**src/rtl/kontroler_przerwan_if.sv**
```systemverilog
// ---------------------------------------------------------------------------
// kontroler_przerwan_if
//
// Purpose: bundles the signals exchanged between the interrupt controller and
// the instruction decoder (ID): control strobes (EI / DI / RETI), register
// writes for the mask and trigger-mode registers, and the vectored
// request/acknowledge handshake.
//
// Modports:
//   master - instruction-decoder side: drives strobes, write data and ack,
//            observes the request and its vector.
//   slave  - controller side: the mirror image of master.
//
// Signals:
//   int_enable      EI: set global enable
//   int_disable     DI: clear global enable
//   int_eoi         RETI: end of service, one-cycle pulse
//   wr_maska        write strobe for the mask register
//   wr_tryb         write strobe for the trigger-mode register
//   dane_in         write data for mask / mode registers
//   przerwanie      interrupt request to the ID
//   przerwanie_ack  ID accepts the request at an instruction boundary
//   int_vector      jump address of the requested channel
// ---------------------------------------------------------------------------
interface kontroler_przerwan_if #(
  parameter int N_ZRODEL = 4,
  parameter int W_WEKTOR = 8
);
  logic                int_enable;
  logic                int_disable;
  logic                int_eoi;
  logic                wr_maska;
  logic                wr_tryb;
  logic [N_ZRODEL-1:0] dane_in;
  logic                przerwanie;
  logic                przerwanie_ack;
  logic [W_WEKTOR-1:0] int_vector;

  modport master (
    output int_enable,
    output int_disable,
    output int_eoi,
    output wr_maska,
    output wr_tryb,
    output dane_in,
    output przerwanie_ack,
    input  przerwanie,
    input  int_vector
  );

  modport slave (
    input  int_enable,
    input  int_disable,
    input  int_eoi,
    input  wr_maska,
    input  wr_tryb,
    input  dane_in,
    input  przerwanie_ack,
    output przerwanie,
    output int_vector
  );
endinterface

```
**src/rtl/kontroler_przerwan.sv**
```systemverilog
// ---------------------------------------------------------------------------
// kontroler_przerwan
//
// Purpose: multi-channel vectored interrupt controller for the 8-bit core.
// Raw request lines are synchronised, latched as edge- or level-triggered
// pending bits, filtered by a per-channel mask, the global enable and the
// in-service set (nesting), and the highest-priority survivor (lowest index)
// is presented to the instruction decoder as a vector under a
// request/acknowledge handshake.
//
// Ports:
//   clk          system clock, rising edge
//   rst          asynchronous active-high reset
//   bus          kontroler_przerwan_if.slave (strobes, register writes,
//                request/ack handshake, vector)
//   irq_in       raw request lines, asynchronous to clk
//   oczekujace   pending register
//   w_obsludze   in-service register
//   globalne_en  current global enable
// ---------------------------------------------------------------------------
module kontroler_przerwan #(
  parameter int                  N_ZRODEL     = 4,
  parameter int                  W_WEKTOR     = 8,
  parameter logic [W_WEKTOR-1:0] BAZA_WEKTORA = 'h02,
  parameter int                  KROK_WEKTORA = 2,
  parameter logic [N_ZRODEL-1:0] TRYB_RESET   = '1
) (
  input  logic                clk,
  input  logic                rst,
  kontroler_przerwan_if.slave bus,
  input  logic [N_ZRODEL-1:0] irq_in,
  output logic [N_ZRODEL-1:0] oczekujace,
  output logic [N_ZRODEL-1:0] w_obsludze,
  output logic                globalne_en
);

  localparam int IW = (N_ZRODEL > 1) ? $clog2(N_ZRODEL) : 1;

  typedef enum logic {
    BEZCZYNNY,
    ZADANIE
  } stan_t;

  // Vector of channel idx: base + idx*step, wrapping at the vector width.
  function automatic logic [W_WEKTOR-1:0] wektor(input logic [IW-1:0] idx);
    logic [31:0] przesuniecie;
    przesuniecie = 32'(idx) * 32'(KROK_WEKTORA);
    return BAZA_WEKTORA + przesuniecie[W_WEKTOR-1:0];
  endfunction

  // -------------------------------------------------------------------------
  // Input conditioning: two synchroniser stages plus one edge-detect stage.
  // -------------------------------------------------------------------------
  logic [N_ZRODEL-1:0] sync1, sync2, sync3;
  logic [N_ZRODEL-1:0] narastanie;

  // NOTE: every flop here, the synchroniser chain included, has an explicit
  // reset value so the first post-reset edge cannot be mistaken for a request.
  always_ff @(posedge clk or posedge rst) begin
    if (rst) begin
      sync1 <= '0;
      sync2 <= '0;
      sync3 <= '0;
    end else begin
      // NOTE: non-blocking assignments make the three stages shift together
      // instead of collapsing into one register.
      sync1 <= irq_in;
      sync2 <= sync1;
      sync3 <= sync2;
    end
  end

  assign narastanie = sync2 & ~sync3;

  // -------------------------------------------------------------------------
  // Configuration registers.
  // -------------------------------------------------------------------------
  logic [N_ZRODEL-1:0] maska;
  logic [N_ZRODEL-1:0] tryb;   // 1 = rising edge, 0 = level high

  always_ff @(posedge clk or posedge rst) begin
    if (rst) begin
      maska <= '0;
      tryb  <= TRYB_RESET;
    end else begin
      if (bus.wr_maska) maska <= bus.dane_in;
      if (bus.wr_tryb)  tryb  <= bus.dane_in;
    end
  end

  // -------------------------------------------------------------------------
  // Eligibility and priority selection (all from current register values).
  // -------------------------------------------------------------------------
  logic [N_ZRODEL-1:0] dozwolone;      // strictly higher priority than any in-service channel
  logic                blokada;
  logic [N_ZRODEL-1:0] kwalifikowane;
  logic [IW-1:0]       wybrany;
  logic                jest_kandydat;

  // NOTE: each variable gets a default before the loop so that no path leaves
  // it unassigned, which would otherwise infer a latch.
  always_comb begin
    dozwolone = '0;
    blokada   = 1'b0;
    for (int i = 0; i < N_ZRODEL; i++) begin
      blokada      = blokada | w_obsludze[i];
      dozwolone[i] = ~blokada;
    end
  end

  assign kwalifikowane = oczekujace & maska & dozwolone & {N_ZRODEL{globalne_en}};

  // Scan from the bottom priority upward so the lowest index wins.
  always_comb begin
    wybrany       = '0;
    jest_kandydat = 1'b0;
    for (int i = N_ZRODEL - 1; i >= 0; i--) begin
      if (kwalifikowane[i]) begin
        wybrany       = IW'(i);
        jest_kandydat = 1'b1;
      end
    end
  end

  // -------------------------------------------------------------------------
  // Request/acknowledge FSM.
  // -------------------------------------------------------------------------
  stan_t         stan;
  logic [IW-1:0] aktywny;       // channel currently (or last) requested
  logic          ack_przyjete;
  logic          maska_zdjeta;
  logic          wycofanie;

  assign ack_przyjete = (stan == ZADANIE) && bus.przerwanie_ack;
  assign maska_zdjeta = bus.wr_maska && !bus.dane_in[aktywny];
  // Ack wins over withdrawal when both arrive in the same cycle.
  assign wycofanie    = (stan == ZADANIE) && !bus.przerwanie_ack &&
                        (bus.int_disable || maska_zdjeta);

  always_ff @(posedge clk or posedge rst) begin
    if (rst) begin
      stan           <= BEZCZYNNY;
      bus.przerwanie <= 1'b0;
      bus.int_vector <= BAZA_WEKTORA;
      aktywny        <= '0;
    end else begin
      case (stan)
        BEZCZYNNY: begin
          if (jest_kandydat) begin
            stan           <= ZADANIE;
            bus.przerwanie <= 1'b1;
            bus.int_vector <= wektor(wybrany);
            aktywny        <= wybrany;
          end
        end
        ZADANIE: begin
          // Vector stays frozen; later arrivals wait for the return to idle.
          if (ack_przyjete || wycofanie) begin
            stan           <= BEZCZYNNY;
            bus.przerwanie <= 1'b0;
          end
        end
      endcase
    end
  end

  // -------------------------------------------------------------------------
  // Pending register.
  // -------------------------------------------------------------------------
  logic [N_ZRODEL-1:0] oczekujace_nast;

  always_comb begin
    oczekujace_nast = oczekujace;
    for (int i = 0; i < N_ZRODEL; i++) begin
      if (bus.wr_tryb && (bus.dane_in[i] != tryb[i])) begin
        // A mode change discards whatever was latched under the old mode.
        oczekujace_nast[i] = 1'b0;
      end else if (!tryb[i]) begin
        oczekujace_nast[i] = sync2[i];
      end else if (narastanie[i]) begin
        // A fresh edge is kept even if the channel is acknowledged this cycle.
        oczekujace_nast[i] = 1'b1;
      end else if (ack_przyjete && (aktywny == IW'(i))) begin
        oczekujace_nast[i] = 1'b0;
      end
    end
  end

  always_ff @(posedge clk or posedge rst) begin
    if (rst) oczekujace <= '0;
    else     oczekujace <= oczekujace_nast;
  end

  // -------------------------------------------------------------------------
  // In-service register and global enable.
  // -------------------------------------------------------------------------
  logic [N_ZRODEL-1:0] najnizszy;      // one-hot lowest set bit of w_obsludze
  logic [N_ZRODEL-1:0] w_obsludze_nast;

  assign najnizszy = w_obsludze & (~w_obsludze + N_ZRODEL'(1));

  always_comb begin
    w_obsludze_nast = w_obsludze;
    if (bus.int_eoi)  w_obsludze_nast = w_obsludze_nast & ~najnizszy;
    if (ack_przyjete) w_obsludze_nast = w_obsludze_nast | (N_ZRODEL'(1) << aktywny);
  end

  always_ff @(posedge clk or posedge rst) begin
    if (rst) begin
      w_obsludze  <= '0;
      globalne_en <= 1'b0;
    end else begin
      w_obsludze <= w_obsludze_nast;
      if (ack_przyjete)                        globalne_en <= 1'b0;
      else if (bus.int_disable)                globalne_en <= 1'b0;
      else if (bus.int_eoi || bus.int_enable)  globalne_en <= 1'b1;
    end
  end

endmodule

```
**src/flat_wrapper.sv**
```systemverilog
// flat-port wrapper written by rule: the top's interface ports become plain ports
module kontroler_przerwan_flat 
#(
  parameter int                  N_ZRODEL     = 4,
  parameter int                  W_WEKTOR     = 8,
  parameter logic [W_WEKTOR-1:0] BAZA_WEKTORA = 'h02,
  parameter int                  KROK_WEKTORA = 2,
  parameter logic [N_ZRODEL-1:0] TRYB_RESET   = '1
)
  (clk, rst, irq_in, oczekujace, w_obsludze, globalne_en, bus_int_enable, bus_int_disable, bus_int_eoi, bus_wr_maska, bus_wr_tryb, bus_dane_in, bus_przerwanie_ack, bus_przerwanie, bus_int_vector);
  kontroler_przerwan_if #(.N_ZRODEL(N_ZRODEL), .W_WEKTOR(W_WEKTOR)) bus_i ();
  input  logic clk;
  input  logic rst;
  input  logic [N_ZRODEL-1:0] irq_in;
  output logic [N_ZRODEL-1:0] oczekujace;
  output logic [N_ZRODEL-1:0] w_obsludze;
  output logic globalne_en;
  input wire logic [$bits(bus_i.int_enable)-1:0] bus_int_enable;
  input wire logic [$bits(bus_i.int_disable)-1:0] bus_int_disable;
  input wire logic [$bits(bus_i.int_eoi)-1:0] bus_int_eoi;
  input wire logic [$bits(bus_i.wr_maska)-1:0] bus_wr_maska;
  input wire logic [$bits(bus_i.wr_tryb)-1:0] bus_wr_tryb;
  input wire logic [$bits(bus_i.dane_in)-1:0] bus_dane_in;
  input wire logic [$bits(bus_i.przerwanie_ack)-1:0] bus_przerwanie_ack;
  output wire logic [$bits(bus_i.przerwanie)-1:0] bus_przerwanie;
  output wire logic [$bits(bus_i.int_vector)-1:0] bus_int_vector;
  assign bus_i.int_enable = bus_int_enable;
  assign bus_i.int_disable = bus_int_disable;
  assign bus_i.int_eoi = bus_int_eoi;
  assign bus_i.wr_maska = bus_wr_maska;
  assign bus_i.wr_tryb = bus_wr_tryb;
  assign bus_i.dane_in = bus_dane_in;
  assign bus_i.przerwanie_ack = bus_przerwanie_ack;
  assign bus_przerwanie = bus_i.przerwanie;
  assign bus_int_vector = bus_i.int_vector;
  kontroler_przerwan #(.N_ZRODEL(N_ZRODEL), .W_WEKTOR(W_WEKTOR), .BAZA_WEKTORA(BAZA_WEKTORA), .KROK_WEKTORA(KROK_WEKTORA), .TRYB_RESET(TRYB_RESET)) u_core (.clk(clk), .rst(rst), .bus(bus_i), .irq_in(irq_in), .oczekujace(oczekujace), .w_obsludze(w_obsludze), .globalne_en(globalne_en));
endmodule
```
**config.mk**
```make
export PLATFORM = sky130hd
export DESIGN_NAME = kontroler_przerwan_flat
export DESIGN_NICKNAME = d
export VERILOG_FILES = /design/src/rtl/kontroler_przerwan_if.sv /design/src/rtl/kontroler_przerwan.sv /design/src/flat_wrapper.sv
export SDC_FILE = /design/constraint.sdc
export NUM_CORES = 1
export LEC_CHECK = 0
export CAP_MARGIN = 20
export CORE_MARGIN = 2
export CORE_UTILIZATION = 48
export CTS_CLUSTER_DIAMETER = 30
export DETAILED_ROUTE_END_ITERATION = 16
export PLACE_DENSITY = 0.75
export SLEW_MARGIN = 20
export SYNTH_ARGS = -nofsm -noshare
export SYNTH_HDL_FRONTEND = slang
export SYNTH_SLANG_ARGS = --single-unit
```
**constraint.sdc**
```tcl
create_clock -name clk -period 3.3 [get_ports clk]
set_input_delay 0.495 -clock clk [delete_from_list [all_inputs] [get_ports clk]]
set_output_delay 0.495 -clock clk [all_outputs]
set_load 0.02 [all_outputs]
```
==> impl_metrics.env, run 1 <==
# physical design summary
export IMPL_arrival_ns=2.42
export IMPL_final_setup_tns_ns=0
export IMPL_critPathBufInv=0
export IMPL_drc_errors=0
export IMPL_crit_cells=5
export IMPL_fillers=289
export IMPL_p_sw_frac=0.329
export IMPL_warnings=26
export IMPL_avgSynthCellArea_um2=12.3
export IMPL_cts_setup_buffers=0
export IMPL_p_per_area_nw_per_um2=632
export IMPL_wire_per_inst_um=14.0
export IMPL_via_count=1081
export IMPL_topCellsByArea="dfrtp_1 51%, dfstp_2 8.6%, mux2_2 5.9%, nand2_1 2.7%, a21oi_1 2.6%"
export IMPL_numPortBuffers=28
export IMPL_slew_headroom=0.561
export IMPL_grt_util_met1=0.242
export IMPL_total_power_mw=1.19
export IMPL_yosys_top_cells_count="31 x dfrtp_1, 11 x nand2_1, 8 x a21oi_1, 8 x inv_1, 8 x mux2_2"
export IMPL_r2r_end="u_core.bus.int_vector[2]$_DFFE_PP0P_"
export IMPL_worstSetupPathType="flop to flop"
export IMPL_comb_power_share=0.299
export IMPL_endpoint="u_core.bus.int_vector[2]$_DFFE_PP0P_"
export IMPL_initCoreUtil=0.503
export IMPL_status="complete, no violations"
export IMPL_drive_gt1_frac=0.171
export IMPL_min_path_type="flop to flop"
export IMPL_min_path_cells=0
export IMPL_cts_buffers=5
export IMPL_viasPerCell=5.35
export IMPL_fin_worst_skew_ns=0.00806
export IMPL_grt_pass1_vias=1046
export IMPL_cts_sinks=36
export IMPL_clockRootBuffer="clkbuf_4"
export IMPL_hp_start="u_core.sync1[1]$_DFF_PP0_"
export IMPL_combGateArea_um2=556
export IMPL_ys_cells=124
export IMPL_cts_resized=0
export IMPL_ctsHoldBuffers=0
export IMPL_end_kind="flop"
export IMPL_lay_top_cells="31 x dfrtp_1, 28 x clkdlybuf4s50_1, 11 x nand2_1"
export IMPL_lay_top_count="dfrtp_1"
export IMPL_cp_start_kind="flop"
export IMPL_first_pass_iters=4
export IMPL_n_antenna_cell=0
export IMPL_r2r_setup_slack_ns=1.11
export IMPL_grt_pass1_wl_um=4760
export IMPL_synthDistinctLibCells=41
export IMPL_clk_latency_ns=0.33
export IMPL_rsz0062_at_grt="false"
==> run 1: power by group through the flow <==
stage          Sequential (mW)  Clock [mW]  Combinational [mW]
3_5_place_dp             0.630           0               0.357
4_1_cts                  0.621       0.221               0.359
6_report                 0.622       0.212               0.356
3_3_place_gp             0.621           0               0.351
2_1_floorplan            0.651           0               0.180
5_1_grt                  0.635       0.242               0.387
==> run 1: metal layers <==
layer  share of wire  wire (µm)
met5               0          0
met4           0.016         45
met3           0.075        212
met2            0.48       1360
met1            0.43       1210
==> run 1: final cells by class <==
cell class,count,share of cell area
Multi-Input combinational cell,77,0.295
Timing Repair Buffer,29,0.153
Sequential cell,36,0.481
Clock buffer,8,0.0259
Tap cell,44,0.0292
Inverter,8,0.0159
==> run 1: registers in the layout (all words and copies together), names as in the netlist, 3 cells and up <==
name and count:
u_core.bus.int_vector 3, u_core.maska 4, u_core.oczekujace 4, u_core.sync1 4, u_core.sync2 4, u_core.sync3 4, u_core.tryb 4, u_core.w_obsludze 4
==> run 1: through the flow <==
step | instances | setup slack, ns | hold slack (ns) | cell area [µm²]
5_1_grt | 202 | 1.02 | 0.366 | 1880
3_5_place_dp | 194 | 1.11 | 0.336 | 1840
4_1_cts | 202 | 1.09 | 0.357 | 1880
3_3_place_gp | 194 | 1.17 | 0.333 | 1840
6_report | 202 | 1.11 | 0.353 | 1880
2_1_floorplan | 128 | 1.13 | 0.331 | 1540
==> run 1: logic make-up (layout without fill, tap and decap cells) <==
family,count (synthesis),count (layout),synth area share
AOI/OAI and AO/OA,28,28,0.124
adders and majority gates,1,1,0.00822
muxes,11,11,0.0887
DFF,36,36,0.596
other,1,5,0.00246
and+or+nand+nor,29,29,0.114
buffers and inverters,15,45,0.0493
xor gates and xnor gates,3,3,0.0173
### Placement by cell class, run 1

Fill, decap, tap and diode cells in grey.
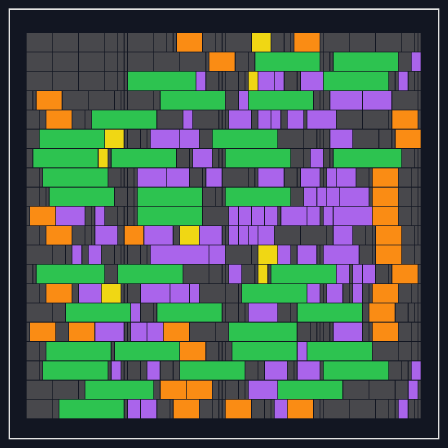
colour	class	cells	share of their area
purple	all other logic	85	32%
green	flip-flops	36	50%
orange	other buffers and delay cells	29	16%
yellow	clock drivers and dummy loads	8	2.7%
# rows: 20
Seq area share: 0.481
final non-filler cell area: 1880 µm²
final core utilization: 0.622

### Metal 3, run 1

The bar under the picture is 20 µm long.
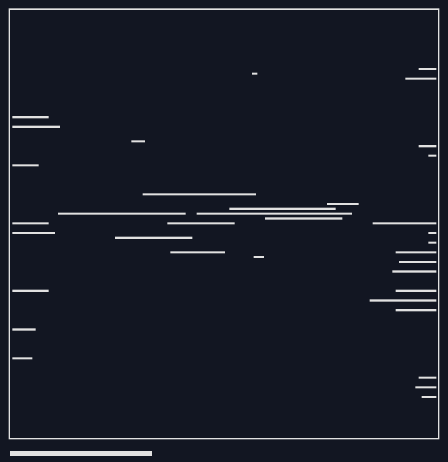
nets with wire on the layer	31
wire length on this layer	212 µm
longest straight run	21.6 µm
main direction	horizontal

### Placed standard cells, run 1

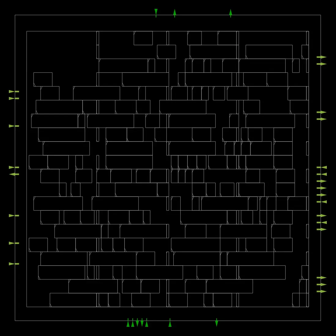
n_taps: 44
CORE AREA: 3030 µm²
non-filler cells, final: 202

### Wires at chosen ports, followed through buffers, run 1

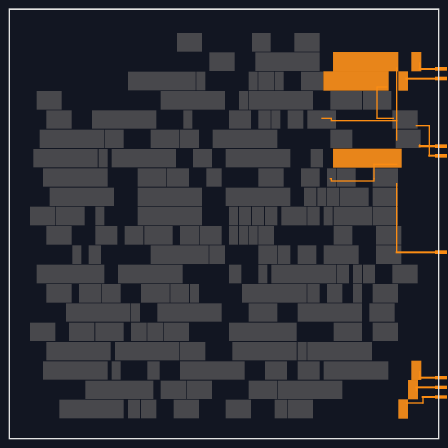

==> run 2, diff against run 1 <==
--- a/config.mk
+++ b/config.mk
@@ -7,10 +7,10 @@
 export LEC_CHECK = 0
 export CAP_MARGIN = 20
 export CORE_MARGIN = 2
-export CORE_UTILIZATION = 48
+export CORE_UTILIZATION = 44
 export CTS_CLUSTER_DIAMETER = 30
 export DETAILED_ROUTE_END_ITERATION = 16
-export PLACE_DENSITY = 0.75
+export PLACE_DENSITY = 0.72
 export SLEW_MARGIN = 20
 export SYNTH_ARGS = -nofsm -noshare
 export SYNTH_HDL_FRONTEND = slang
==> constraint.sdc (replaced) <==
create_clock -name clk -period 1.8 [get_ports clk]
set_input_delay 0.27 -clock clk [delete_from_list [all_inputs] [get_ports clk]]
set_output_delay 0.27 -clock clk [all_outputs]
set_load 0.02 [all_outputs]
### Wires at chosen ports, followed through buffers, run 2

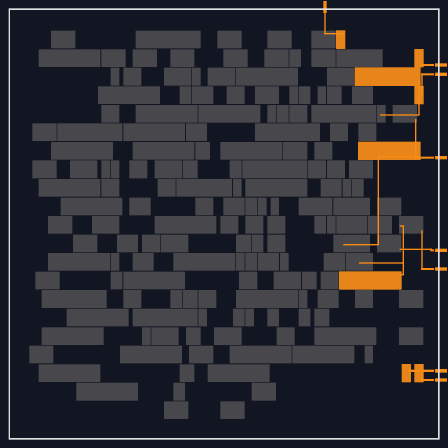
colour	port	direction	edge	end cells	buffers	wire
orange	`bus_int_vector`	output	7 east, 1 north	8	3	87.9 µm

==> run 2 against run 1 <==
Against the previous run: the run now ends with negative setup slack left; via count increased by 1.6%; synthesized area stayed put; sequential cell count is the same; critical path type unchanged; sequential power up 78%; critical path depth is the same.
==> impl_metrics.env, run 2 <==
# physical design summary
export IMPL_crit_fanout=2
export IMPL_n_antenna_cell=0
export IMPL_hold_ws_ns=0.334
export IMPL_synth_top_cell_by_count="dfrtp_1"
export IMPL_clk_latency_ns=0.33
export IMPL_io_pins=34
export IMPL_p_clk_frac=0.167
export IMPL_end_kind="flop"
export IMPL_buffer_area_frac=0.189
export IMPL_fin_worst_skew_ns=0.00528
export IMPL_worst_slack_ns=-0.222
export IMPL_grt_pass1_wl_um=5380
export IMPL_pwr_group_clock_uw=384
export IMPL_lay_top_cells="28 x clkdlybuf4s50_1, 28 x dfrtp_1, 13 x buf_4"
export IMPL_nNonClkInverters=8
export IMPL_ys_top_logic_family="AND-OR/OR-AND gates"
export IMPL_dominant_cell_class="sequential cells"
export IMPL_failed_checks="negative setup slack"
export IMPL_first_pass_iters=4
export IMPL_buffers=41
export IMPL_final_max_slew_viol_count=0
export IMPL_warnings=29
export IMPL_pg_comb_uw=800
export IMPL_synthDistinctLibCells=41
export IMPL_clk_share=0.0231
export IMPL_p_per_area_nw_per_um2=1150
export IMPL_antenna_found_initial=0
export IMPL_xor_area_frac=0.0173
export IMPL_drc_errors=0
export IMPL_clockRootBuffer="clkbuf_4"
export IMPL_cts_tree="yes"
export IMPL_arrival_ns=2.25
export IMPL_combGateArea_um2=578
export IMPL_avgSynthCellArea_um2=12.3
export IMPL_p_sw_frac=0.331
export IMPL_via_count=1098
export IMPL_cp_start_kind="flop"
export IMPL_status="finished, violations left"
export IMPL_nClkBuffers=6
export IMPL_worstSetupPathType="flop to flop"
export IMPL_synth_async_reset_ratio=1.00
export IMPL_setup_violations=2
export IMPL_initCoreUtil=0.456
export IMPL_cts_sinks=36
export IMPL_compound_area_frac=0.124
export IMPL_p_seq_mw=1.11
export IMPL_grt_pass1_vias=1148
export IMPL_multiInputCombCellCount=77
export IMPL_seq_cell_share=0.455
export IMPL_power_leader="sequential cells"
export IMPL_numPortBuffers=28
export IMPL_cts_buffers=5
export IMPL_coreArea_um2=3340
export IMPL_ys_cells=124
export IMPL_comb_area_share=0.289
export IMPL_ctsHoldBuffers=0
export IMPL_drive_gt1_frac=0.278
export IMPL_critPathBufInv=0
export IMPL_rsz0062_at_grt="true"
export IMPL_yosysChipArea_um2=1520
export IMPL_final_hold_viol_count=0
export IMPL_yosys_top_cells_count="31 x dfrtp_1, 11 x nand2_1, 8 x a21oi_1, 8 x inv_1, 8 x mux2_2"
export IMPL_cts_setup_buffers=0
export IMPL_switching_power_uw=761
export IMPL_simple_gate_area_frac=0.114
export IMPL_ys_sh_mux=0.0887
export IMPL_viasPerCell=5.11
export IMPL_core_rowCount=21
export IMPL_wire_per_inst_um=14.4
export IMPL_comb_power_share=0.348
export IMPL_first_iter_violations=66
export IMPL_min_path_type="primary input to asynchronous set/reset pin"
### Placed standard cells, run 2

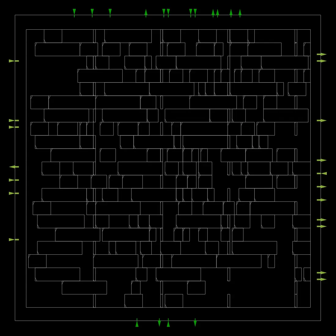
non-filler cells, final: 215
fill count: 297
final core utilization: 0.600
n_taps: 46
Flops: 36

run 2: cell counts after synthesis:
Identical to the previous run, type by type.
run 2: metal layers:
layer  wire, µm  GRT usage  vias up
li1           -          -      519
met1       1360      0.220      539
met2       1570      0.296       36
met3        131     0.0523        4
met4         30     0.0639        0
met5          0          0        -
run 2: through the flow:
step / std cells / total power [mW] / setup slack, ns / setup TNS (ns) / cell area (µm²)
after floorplan: 128 / 1.54 / -0.220 / -0.225 / 1550
after global placement: 208 / 1.88 / -0.153 / -0.209 / 1940
after detailed placement: 208 / 1.91 / -0.207 / -0.344 / 1940
after CTS: 215 / 2.30 / -0.222 / -0.331 / 1990
after global routing: 215 / 2.44 / -0.279 / -0.443 / 2000
final: 215 / 2.30 / -0.222 / -0.329 / 2000
run 2: final timing paths:
path | from | end | slack (ns) | cells after the start
worst min register to register | u_core.sync1[3]$_DFF_PP0_ | u_core.sync2[3]$_DFF_PP0_ | 0.36 | 0
worst min-delay path | rst | u_core.oczekujace[0]$_DFFE_PP0P_ | 0.33 | 3
min in group clk | u_core.sync1[3]$_DFF_PP0_ | u_core.sync2[3]$_DFF_PP0_ | 0.36 | 0
worst max register to register | u_core.w_obsludze[2]$_DFF_PP0_ | u_core.bus.int_vector[2]$_DFFE_PP0P_ | -0.22 | 5
max in group asynchronous | rst | u_core.tryb[3]$_DFFE_PP1P_ | 1.12 | 3
worst max-delay path | u_core.w_obsludze[2]$_DFF_PP0_ | u_core.bus.int_vector[2]$_DFFE_PP0P_ | -0.22 | 5
run 2: tightest hold or removal path, stage by stage:
cell             delay (ns)
clkdlybuf4s50_1        0.40
inv_1                  0.05
buf_4                  0.38
run 2: timing repair:
item	4_1_cts	5_1_grt
gates resized	1	2
gates cloned	0	0
pin swaps	0	0
setup endpoints to repair	4	3
==> run 3, diff against run 2 <==
--- a/config.mk
+++ b/config.mk
@@ -5,7 +5,7 @@
 export SDC_FILE = /design/constraint.sdc
 export NUM_CORES = 1
 export LEC_CHECK = 0
-export CAP_MARGIN = 20
+export CAP_MARGIN = 25
 export CORE_MARGIN = 2
 export CORE_UTILIZATION = 44
 export CTS_CLUSTER_DIAMETER = 30
### Metal 3, run 3

The bar under the picture is 20 µm long.
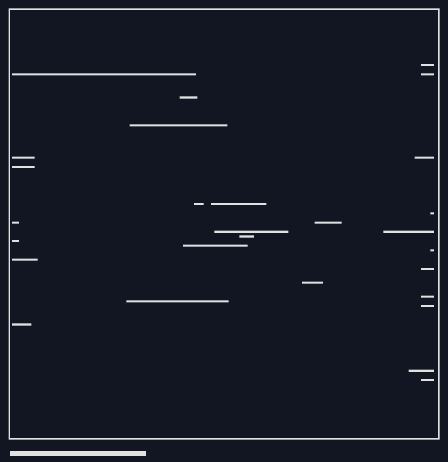
share of all routed wire	4.3%
nets with wire on the layer	25
longest straight run	26.7 µm
wire length on this layer	131 µm
main direction	horizontal

==> run 3 against run 2 <==
Against the previous run: the run still ends with negative setup slack left; critical path depth unchanged; clock power about the same; synthesized area unchanged; worst setup slack unchanged; hold slack unchanged; via count unchanged; cell count unchanged; sequential share of layout area unchanged; wire length unchanged; power unchanged; synthesized cell count unchanged; count of clock-buffer cells in the layout unchanged; critical path type unchanged.
==> impl_metrics.env, run 3 <==
# physical design summary
export IMPL_status="finished, violations left"
export IMPL_failed_checks="negative setup slack"
export IMPL_switching_power_uw=761
export IMPL_avgSynthCellArea_um2=12.3
export IMPL_first_pass_iters=4
export IMPL_ctsHoldBuffers=0
export IMPL_wl_met3_um=131
export IMPL_clk_latency_ns=0.33
export IMPL_final_hold_viol_count=0
export IMPL_grt_pass1_wl_um=5380
export IMPL_cts_sinks=36
export IMPL_synth_top_cell_by_count="dfrtp_1"
export IMPL_end_kind="flop"
export IMPL_postLayoutCellArea_um2=2000
export IMPL_viasPerCell=5.11
export IMPL_critPathBufInv=0
export IMPL_p_per_area_nw_per_um2=1150
export IMPL_grt_pass1_vias=1148
export IMPL_met2_usage=0.296
export IMPL_setup_violations=2
export IMPL_cts_buffers=5
export IMPL_arrival_ns=2.25
export IMPL_hold_ws_ns=0.334
export IMPL_clockRootBuffer="clkbuf_4"
export IMPL_io_pins=34
export IMPL_postPlaceCellArea_um2=1940
export IMPL_crit_fanout=2
export IMPL_p_sw_frac=0.331
export IMPL_yosys_top_cells_count="31 x dfrtp_1, 11 x nand2_1, 8 x a21oi_1, 8 x inv_1, 8 x mux2_2"
export IMPL_p_seq_mw=1.11
export IMPL_worstSetupPathType="flop to flop"
export IMPL_numPortBuffers=28
export IMPL_drc_errors=0
export IMPL_coreArea_um2=3340
export IMPL_instances_no_fill=215
export IMPL_n_antenna_cell=0
export IMPL_comb_power_share=0.348
export IMPL_synth_async_reset_ratio=1.00
export IMPL_rsz0062_at_grt="true"
export IMPL_topCellsByArea="dfrtp_1 51%, dfstp_2 8.6%, mux2_2 5.9%, nand2_1 2.7%, a21oi_1 2.6%"
export IMPL_ys_ff=36
export IMPL_warnings=29
export IMPL_synthDistinctLibCells=41
export IMPL_clk_transition_reported_paths_ns=0.10
export IMPL_first_iter_violations=66
export IMPL_yosysChipArea_um2=1520
export IMPL_initCoreUtil=0.456
export IMPL_antenna_found_initial=0
export IMPL_drive_gt1_frac=0.278
export IMPL_ys_cells=124
export IMPL_worst_slack_ns=-0.222
export IMPL_pwr_group_clock_uw=384
export IMPL_top_layer_used="met4"
export IMPL_min_path_type="primary input to asynchronous set/reset pin"
export IMPL_pg_comb_uw=800
export IMPL_grt_util_met1=0.220
export IMPL_via_count=1098
export IMPL_utilization=0.600
export IMPL_power_leader="sequential cells"
export IMPL_cts_setup_buffers=0
export IMPL_final_setup_tns_ns=-0.329
export IMPL_lay_top_cells="28 x clkdlybuf4s50_1, 28 x dfrtp_1, 13 x buf_4"
export IMPL_cts_resized=1
export IMPL_routed_wl_met2_um=1570
export IMPL_final_max_slew_viol_count=0
export IMPL_wirelength_met1_um=1360
export IMPL_wire_per_inst_um=14.4
export IMPL_p_clk_frac=0.167
export IMPL_top_usage_layer="met2"
export IMPL_cp_start_kind="flop"
export IMPL_dp_cells=208
export IMPL_fillers=297
### Placed standard cells, run 3

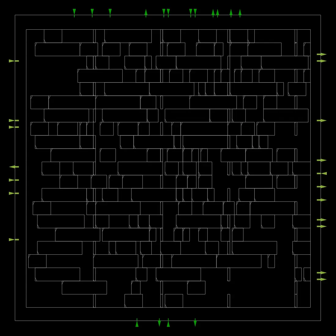
# rows: 21
Seq area share: 0.455

==> run 3: stage by stage <==
| step | setup slack (ns) | power [mW] |
|---|---|---|
| after floorplan | -0.220 | 1.54 |
| final | -0.222 | 2.30 |
| after CTS | -0.222 | 2.30 |
| after global routing | -0.279 | 2.44 |
| after global placement | -0.153 | 1.88 |
| after detailed placement | -0.207 | 1.91 |
==> run 3: layout make-up <==
| cell class | count | area [µm²] | area share |
|---|---|---|---|
| flip-flops and latches | 36 | 911 | 0.455 |
| multi-input cells | 77 | 578 | 0.289 |
| repair buffers | 41 | 378 | 0.189 |
| well taps | 46 | 57.6 | 0.0288 |
| clock buffers | 6 | 41.3 | 0.0206 |
| inverters | 8 | 30.0 | 0.0150 |
| clock inverters | 1 | 5.00 | 0.00250 |
==> run 3: path summary, 6_finish.rpt <==
check | start | to | slack (ns) | cells after the start
max | u_core.w_obsludze[2]$_DFF_PP0_ | u_core.bus.int_vector[2]$_DFFE_PP0P_ | -0.22 | 5
min | rst | u_core.oczekujace[0]$_DFFE_PP0P_ | 0.33 | 3
max reg2reg | u_core.w_obsludze[2]$_DFF_PP0_ | u_core.bus.int_vector[2]$_DFFE_PP0P_ | -0.22 | 5
min reg2reg | u_core.sync1[3]$_DFF_PP0_ | u_core.sync2[3]$_DFF_PP0_ | 0.36 | 0
max in group asynchronous | rst | u_core.tryb[3]$_DFFE_PP1P_ | 1.12 | 3
min in group clk | u_core.sync1[3]$_DFF_PP0_ | u_core.sync2[3]$_DFF_PP0_ | 0.36 | 0
==> run 3: cells by family after synthesis <==
group           count (synthesis)  synth area share
simple gates                   29             0.114
compound gates                 28             0.124
xor+xnor                        3            0.0173
buf+inv                        15            0.0493
fa+ha+maj                       1           0.00822
flops                          36             0.596
mux                            11            0.0887
other cells                     1           0.00246
No activity file was given, so power comes from the tool's default toggle rates.
